===== config.mk =====
export PLATFORM = sky130hd
export DESIGN_NAME = spectrum_band_analyzer
export DESIGN_NICKNAME = d
export VERILOG_FILES = /design/src/rtl/spectrum_pkg.sv /design/src/rtl/spectrum_band_analyzer_band_scaler.sv /design/src/rtl/spectrum_band_analyzer.sv
export SDC_FILE = /design/constraint.sdc
export NUM_CORES = 1
export LEC_CHECK = 0
export ABC_CLOCK_PERIOD_IN_PS = 7020
export CAP_MARGIN = 10
export CELL_PAD_IN_SITES_DETAIL_PLACEMENT = 0
export CELL_PAD_IN_SITES_GLOBAL_PLACEMENT = 1
export CORE_MARGIN = 5
export CORE_UTILIZATION = 25
export DETAILED_ROUTE_END_ITERATION = 16
export PLACE_DENSITY_LB_ADDON = 0.1
export SYNTH_ARGS = -nofsm -noshare
export SYNTH_HDL_FRONTEND = slang
export SYNTH_HIERARCHICAL = 1
export SYNTH_SLANG_ARGS = --single-unit

===== constraint.sdc =====
create_clock -name clk -period 7.02 [get_ports clk]
set_input_delay 1.053 -clock clk [delete_from_list [all_inputs] [get_ports clk]]
set_output_delay 1.053 -clock clk [all_outputs]
set_load 0.005 [all_outputs]

===== src/rtl/spectrum_pkg.sv =====
// spectrum_pkg: shared types and elaboration-time helpers for spectrum_band_analyzer.
//   state_e     - analyser FSM states
//   clog2       - ceiling log2, usable in parameter expressions
//   mid_scale   - ADC mid-scale code for a given sample width
//   acc_width   - per-band accumulator width (sample width + log2 samples-per-band)
package spectrum_pkg;

    typedef enum logic [1:0] {
        StIdle,
        StCapture,
        StScale,
        StOutput
    } state_e;

    function automatic int unsigned clog2(input int unsigned value);
        int unsigned result;
        result = 0;
        while ((64'd1 << result) < 64'(value)) begin
            result++;
        end
        return result;
    endfunction

    function automatic int unsigned mid_scale(input int unsigned data_w);
        return 32'd1 << (data_w - 1);
    endfunction

    function automatic int unsigned acc_width(input int unsigned data_w,
                                              input int unsigned n_samples,
                                              input int unsigned n_bands);
        return data_w + clog2(n_samples / n_bands);
    endfunction

endpackage


===== src/rtl/spectrum_band_analyzer_band_scaler.sv =====
// band_scaler: combinational gain multiply, shift and saturation for one band.
//   acc   - band accumulator
//   gain  - gain (2^GAIN_SHIFT is unity)
//   value - scaled result, clipped to 2^OUT_W-1
//   clip  - high when the full-width product exceeded the output range
module band_scaler #(
    parameter int unsigned ACC_W      = 11,
    parameter int unsigned GAIN_W     = 8,
    parameter int unsigned GAIN_SHIFT = 7,
    parameter int unsigned OUT_W      = 12
) (
    input  logic [ACC_W-1:0]  acc,
    input  logic [GAIN_W-1:0] gain,
    output logic [OUT_W-1:0]  value,
    output logic              clip
);

    localparam int unsigned ProdW = ACC_W + GAIN_W;
    localparam logic [ProdW-1:0] MaxVal = ProdW'((64'd1 << OUT_W) - 64'd1);

    logic [ProdW-1:0] product;
    logic [ProdW-1:0] shifted;

    always_comb begin
        product = ProdW'(acc) * ProdW'(gain);
        shifted = product >> GAIN_SHIFT;
        clip    = shifted > MaxVal;
        value   = clip ? MaxVal[OUT_W-1:0] : shifted[OUT_W-1:0];
    end

endmodule


===== src/rtl/spectrum_band_analyzer.sv =====
// spectrum_band_analyzer: captures a frame of N_SAMPLES ADC samples, accumulates the absolute
// deviation from mid-scale per band, applies gain with saturation (one band per cycle through
// a shared band_scaler) and presents the packed magnitudes over a valid/ready handshake.
// Optional feature macro: SPECTRUM_PEAK_HOLD_EN adds per-band peak hold with decay.
// Ports:
//   clk, rst_n            - clock, asynchronous active-low reset
//   adc_data, adc_valid   - sample and strobe (accepted in CAPTURE only)
//   trigger               - frame start, honoured in IDLE only
//   gain                  - gain, latched on the first SCALE cycle
//   spectrum_data_packed  - band b at [b*OUT_W +: OUT_W]
//   spectrum_valid/ready  - output handshake
//   saturated             - a band clipped in the presented frame
//   busy                  - not IDLE
module spectrum_band_analyzer
    import spectrum_pkg::*;
#(
    parameter int unsigned DATA_W      = 8,
    parameter int unsigned N_SAMPLES   = 64,
    parameter int unsigned N_BANDS     = 8,
    parameter int unsigned OUT_W       = 12,
    parameter int unsigned GAIN_W      = 8,
    parameter int unsigned GAIN_SHIFT  = 7,
    parameter int unsigned DECAY_SHIFT = 3
) (
    input  logic                     clk,
    input  logic                     rst_n,
    input  logic [DATA_W-1:0]        adc_data,
    input  logic                     adc_valid,
    input  logic                     trigger,
    input  logic [GAIN_W-1:0]        gain,
    output logic [N_BANDS*OUT_W-1:0] spectrum_data_packed,
    output logic                     spectrum_valid,
    input  logic                     spectrum_ready,
    output logic                     saturated,
    output logic                     busy
);

    localparam int unsigned Spb   = N_SAMPLES / N_BANDS;
    localparam int unsigned AccW  = acc_width(DATA_W, N_SAMPLES, N_BANDS);
    localparam int unsigned CntW  = (clog2(N_SAMPLES) > 0) ? clog2(N_SAMPLES) : 1;
    localparam int unsigned BandW = (clog2(N_BANDS) > 0) ? clog2(N_BANDS) : 1;
    localparam int unsigned SpbSh = clog2(Spb);
    localparam logic [DATA_W-1:0] Mid      = DATA_W'(mid_scale(DATA_W));
    localparam logic [CntW-1:0]   LastCnt  = CntW'(N_SAMPLES - 1);
    localparam logic [BandW-1:0]  LastBand = BandW'(N_BANDS - 1);

    state_e state_q, state_d;

    logic [CntW-1:0]   cnt_q;
    logic [BandW-1:0]  band_q;
    logic [AccW-1:0]   acc_q   [N_BANDS];
    logic [OUT_W-1:0]  stage_q [N_BANDS];
    logic              stage_sat_q;
    logic [GAIN_W-1:0] gain_q;
    logic [N_BANDS*OUT_W-1:0] data_q;
    logic              valid_q;
    logic              sat_q;

    logic              sample_fire;
    logic              handshake;
    logic              load;
    logic [DATA_W-1:0] dev;
    logic [BandW-1:0]  acc_sel;
    logic [GAIN_W-1:0] gain_eff;
    logic [OUT_W-1:0]  scaled_val;
    logic              scaled_clip;
    logic [OUT_W-1:0]  load_val [N_BANDS];

    assign sample_fire = (state_q == StCapture) && adc_valid;
    assign handshake   = valid_q && spectrum_ready;
    // Staging is complete only one edge after the last SCALE cycle, so the output load
    // happens in the first OUTPUT cycle rather than on the SCALE->OUTPUT edge.
    assign load        = (state_q == StOutput) && !valid_q;
    assign dev         = (adc_data >= Mid) ? (adc_data - Mid) : (Mid - adc_data);
    assign acc_sel     = BandW'(cnt_q >> SpbSh);
    // Band 0 uses the live gain; the same value is latched for the remaining bands.
    assign gain_eff    = (band_q == '0) ? gain : gain_q;

    band_scaler #(
        .ACC_W      (AccW),
        .GAIN_W     (GAIN_W),
        .GAIN_SHIFT (GAIN_SHIFT),
        .OUT_W      (OUT_W)
    ) u_band_scaler (
        .acc   (acc_q[band_q]),
        .gain  (gain_eff),
        .value (scaled_val),
        .clip  (scaled_clip)
    );

    always_comb begin
        state_d = state_q;
        unique case (state_q)
            StIdle:    if (trigger) state_d = StCapture;
            StCapture: if (sample_fire && (cnt_q == LastCnt)) state_d = StScale;
            StScale:   if (band_q == LastBand) state_d = StOutput;
            StOutput:  if (handshake) state_d = StIdle;
            default:   state_d = StIdle;
        endcase
    end

    always_ff @(posedge clk or negedge rst_n) begin
        if (!rst_n) begin
            state_q <= StIdle;
        end else begin
            state_q <= state_d;
        end
    end

    always_ff @(posedge clk or negedge rst_n) begin
        if (!rst_n) begin
            cnt_q       <= '0;
            band_q      <= '0;
            stage_sat_q <= 1'b0;
            gain_q      <= '0;
            data_q      <= '0;
            valid_q     <= 1'b0;
            sat_q       <= 1'b0;
            for (int b = 0; b < N_BANDS; b++) begin
                acc_q[b]   <= '0;
                stage_q[b] <= '0;
            end
        end else begin
            if ((state_q == StIdle) && trigger) begin
                cnt_q <= '0;
                for (int b = 0; b < N_BANDS; b++) begin
                    acc_q[b] <= '0;
                end
            end
            if (sample_fire) begin
                acc_q[acc_sel] <= acc_q[acc_sel] + AccW'(dev);
                cnt_q          <= cnt_q + 1'b1;
            end
            if (state_q == StScale) begin
                stage_q[band_q] <= scaled_val;
                stage_sat_q     <= (band_q == '0) ? scaled_clip : (stage_sat_q | scaled_clip);
                if (band_q == '0) begin
                    gain_q <= gain;
                end
                band_q <= (band_q == LastBand) ? '0 : band_q + 1'b1;
            end
            if (load) begin
                for (int b = 0; b < N_BANDS; b++) begin
                    data_q[b*OUT_W +: OUT_W] <= load_val[b];
                end
                sat_q   <= stage_sat_q;
                valid_q <= 1'b1;
            end else if (handshake) begin
                valid_q <= 1'b0;
            end
        end
    end

`ifdef SPECTRUM_PEAK_HOLD_EN
    logic [OUT_W-1:0] hold_q  [N_BANDS];
    logic [OUT_W-1:0] decayed [N_BANDS];

    always_comb begin
        for (int b = 0; b < N_BANDS; b++) begin
            decayed[b]  = hold_q[b] - (hold_q[b] >> DECAY_SHIFT);
            load_val[b] = (stage_q[b] > decayed[b]) ? stage_q[b] : decayed[b];
        end
    end

    always_ff @(posedge clk or negedge rst_n) begin
        if (!rst_n) begin
            for (int b = 0; b < N_BANDS; b++) begin
                hold_q[b] <= '0;
            end
        end else if (load) begin
            for (int b = 0; b < N_BANDS; b++) begin
                hold_q[b] <= load_val[b];
            end
        end
    end
`else
    logic unused_decay;
    assign unused_decay = ^DECAY_SHIFT;

    always_comb begin
        for (int b = 0; b < N_BANDS; b++) begin
            load_val[b] = stage_q[b];
        end
    end
`endif

    assign spectrum_data_packed = data_q;
    assign spectrum_valid       = valid_q;
    assign saturated            = sat_q;
    assign busy                 = (state_q != StIdle);

endmodule


==> results.ini, run 1 <==
[outcome]
status=complete, no violations

[cells_and_area]
num-multi-input-gates=956
flop-count=302
seqAreaFraction=0.3742
buf_share=0.07434
final_common_cell=dfrtp_1
clkbuf_count=57
signal_buffers=158
dominant_cells=logic gates
ff_latch_area_um2=7559
layout_top_cells=dfrtp_1, mux2_2, clkdlybuf4s50_1

[floorplan]
dieWidth_um=268.2
chip_area_um2=71920

[final_timing]
fin_setup_tns_ps=0
finalClockPeriodUsage=0.9312
whs_ps=485.6
max_freq_ghz=0.1530

[synthesis]
ys_sh_mux=0.2005
synthXorXnorAreaFrac=0.01156
ys_warn_count=6
synth-edff-count=0
ys_async_sr_fraction=1.000
synth.avg_cell_area_um2=11.62

[critical_path]
worst-endpoint-arrival_ps=6960
cp.depth=19
rrSetupSlack_ps=480
crit_buf_inv=4
r2r-start=band_q[2]
startpoint=band_q[2]

[routing]
wl_met1_um=23460
drc=0

[worst_hold_path]
holdCritPathClass=in -> async

[clocking]
post_cts_buffers=0
postCtsHoldBufs=0

[placement]
portBuffers=119
gp_congestion=0.7441

[run]
maxCapViolations=0

Fig. 1: run 1, signal wires by layer
Two of the layers only.
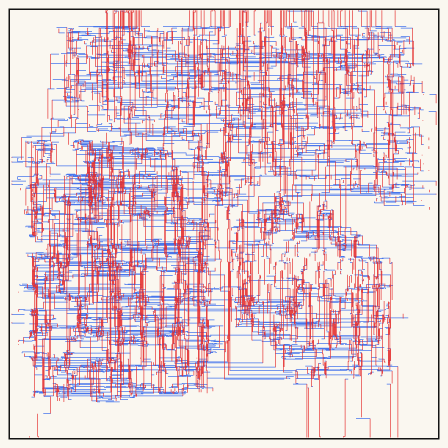
[met1] blue | wire length: 23.5 mm
[met2] red | wire length: 24.5 mm

Fig. 2: run 1, routing congestion map
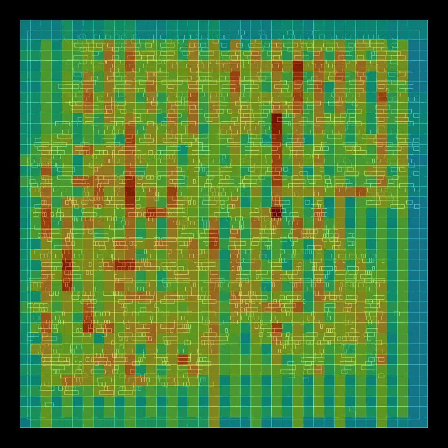
final core occ: 0.3061
WL/cell: 20.85 um
met1 Usage GRT: 0.1930
GRT Overall Usage: 0.1408

Fig. 3: run 1, PDN straps and rails
The bar under the picture is 100 um long. Pins as bars on the die edge. Tap cells in gray.
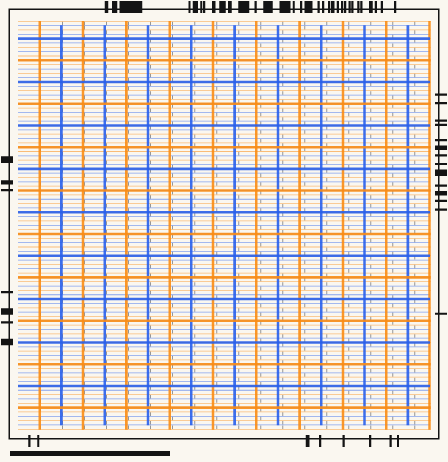
[VDD] blue
[VSS] orange
rows: 94
tap cells: 864
met1 rails: 95
signal pins: 120
met4 straps: 19

==> run 2: changes to the inputs <==
--- a/config.mk
+++ b/config.mk
@@ -10,7 +10,7 @@
 export CELL_PAD_IN_SITES_DETAIL_PLACEMENT = 0
 export CELL_PAD_IN_SITES_GLOBAL_PLACEMENT = 1
 export CORE_MARGIN = 5
-export CORE_UTILIZATION = 25
+export CORE_UTILIZATION = 48
 export DETAILED_ROUTE_END_ITERATION = 16
 export PLACE_DENSITY_LB_ADDON = 0.1
 export SYNTH_ARGS = -nofsm -noshare
Fig. 4: run 2, PDN straps and rails
The bar under the picture is 50 um long. Pins as bars on the die edge. Tap cells in gray.
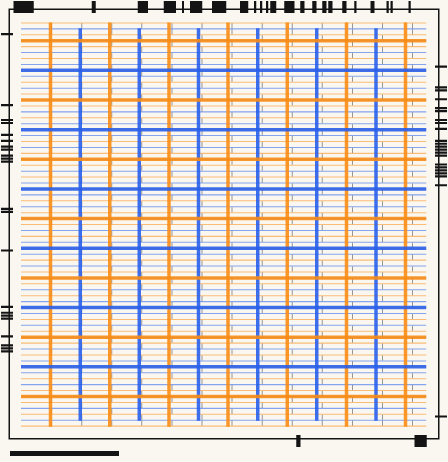
[VDD] blue
[VSS] orange
rows: 68
met4 straps: 13
met1 rails: 69
signal pins: 120
met5 straps: 13
Core Area: 34370 um^2

==> run 2 against run 1 <==
  * Sequential share of layout area is 1.4 points higher
  * Setup slack gained 98 ps
  * Die size shrank 46%
  * Synthesized cell count unchanged
  * Area after synthesis did not move
  * Fmax increased by 1.5%
  * Highest routed layer unchanged
  * Worst hold slack better by 8.4 ps
  * First-iteration DRC count increased by 39%
  * Sequential cell count unchanged
==> results.ini, run 2 <==
[cells_and_area]
ff_latch_area_um2=7557
num-multi-input-gates=956
dominant_cells=logic gates
signal_buffers=145
seqAreaFraction=0.3878

[critical_path]
worst-endpoint-arrival_ps=6890
startpoint=band_q[2]
rrSetupSlack_ps=580
r2r-start=band_q[2]

[final_timing]
finalClockPeriodUsage=0.9173
whs_ps=494.0
fin_setup_tns_ps=0

[run]
maxCapViolations=0

[floorplan]
dieWidth_um=196.3
chip_area_um2=38550

[synthesis]
ys_warn_count=6
ys_async_sr_fraction=1.000
synth.avg_cell_area_um2=11.62
ys_sh_mux=0.2005

[outcome]
status=complete, no violations

[clocking]
post_cts_buffers=0

[placement]
portBuffers=119

[global_routing]
grt_usage=0.2198

[routing]
wl_met1_um=18900
wire_per_inst_um=20.68
drc=0

Fig. 5: run 2, signal wires on met4
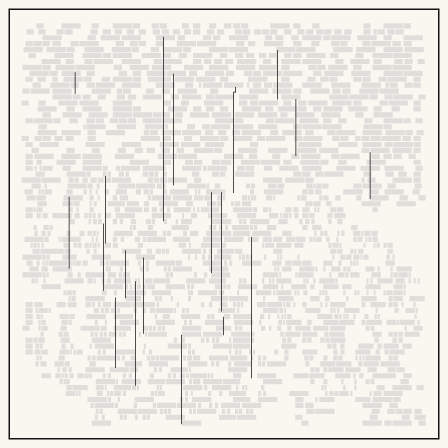
wire length on this layer: 698 um
nets with wire on the layer: 10
Detailed Route WL: 41560 um
via count: 11380

==> run 3: changes to the inputs <==
--- a/config.mk
+++ b/config.mk
@@ -5,12 +5,13 @@
 export SDC_FILE = /design/constraint.sdc
 export NUM_CORES = 1
 export LEC_CHECK = 0
+export ABC_AREA = 1
 export ABC_CLOCK_PERIOD_IN_PS = 7020
 export CAP_MARGIN = 10
 export CELL_PAD_IN_SITES_DETAIL_PLACEMENT = 0
 export CELL_PAD_IN_SITES_GLOBAL_PLACEMENT = 1
 export CORE_MARGIN = 5
-export CORE_UTILIZATION = 48
+export CORE_UTILIZATION = 46
 export DETAILED_ROUTE_END_ITERATION = 16
 export PLACE_DENSITY_LB_ADDON = 0.1
 export SYNTH_ARGS = -nofsm -noshare
Fig. 6: run 3, signal wires on met4
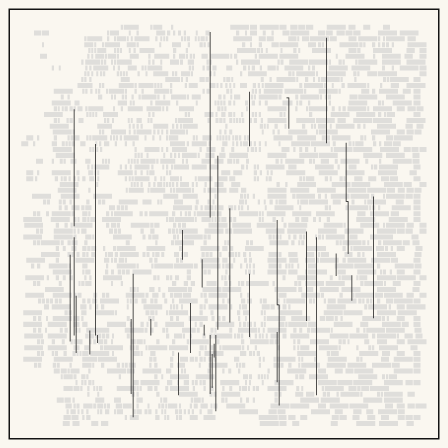
longest straight run: 89.1 um
nets with wire on the layer: 24
main direction: vertical
share of all routed wire: 2.7%
wire length on this layer: 1230 um

==> run 3 against run 2 <==
  * Non-clock buffer count is 1 lower
  * Clock skew rose by 3.0 ps
  * Critical path depth unchanged
  * Register-to-register slack gained 380 ps
==> results.ini, run 3 <==
[synthesis]
synthXorXnorAreaFrac=0.008912
ys_sh_mux=0.05710
ys_async_sr_fraction=1.000
synth.avg_cell_area_um2=8.826

[cells_and_area]
flop-count=302
utilization=0.5419
dominant_cells=logic gates
seqAreaFraction=0.3921
layout_top_cells=nand2_1, dfrtp_1, inv_1
ff_latch_area_um2=7557
num-multi-input-gates=1214
buf_share=0.07244

[final_timing]
finalClockPeriodUsage=0.8634
fin_setup_tns_ps=0
whs_ps=477.5

[run]
maxCapViolations=0

[floorplan]
core-area_um2=35570
chip_area_um2=39910
dieWidth_um=199.8

[critical_path]
r2r-start=band_q[0]

[routing]
drc=0

[placement]
portBuffers=119

[clocking]
post_cts_buffers=0
postCtsHoldBufs=0

[outcome]
status=complete, no violations

[global_routing]
gr-usage-met1=0.3368

Fig. 7: run 3, signal wires by layer
Two of the layers only.
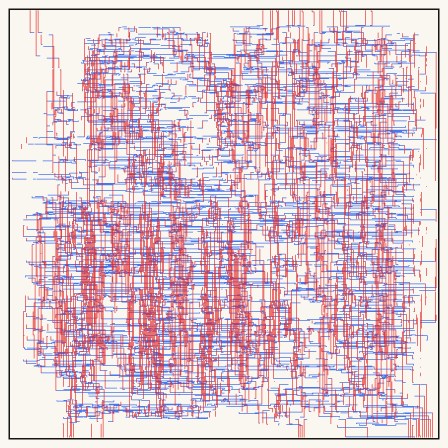
GRT Overall Usage: 0.2308
WL/cell: 18.60 um
via count: 12970
Detailed Route WL: 45710 um

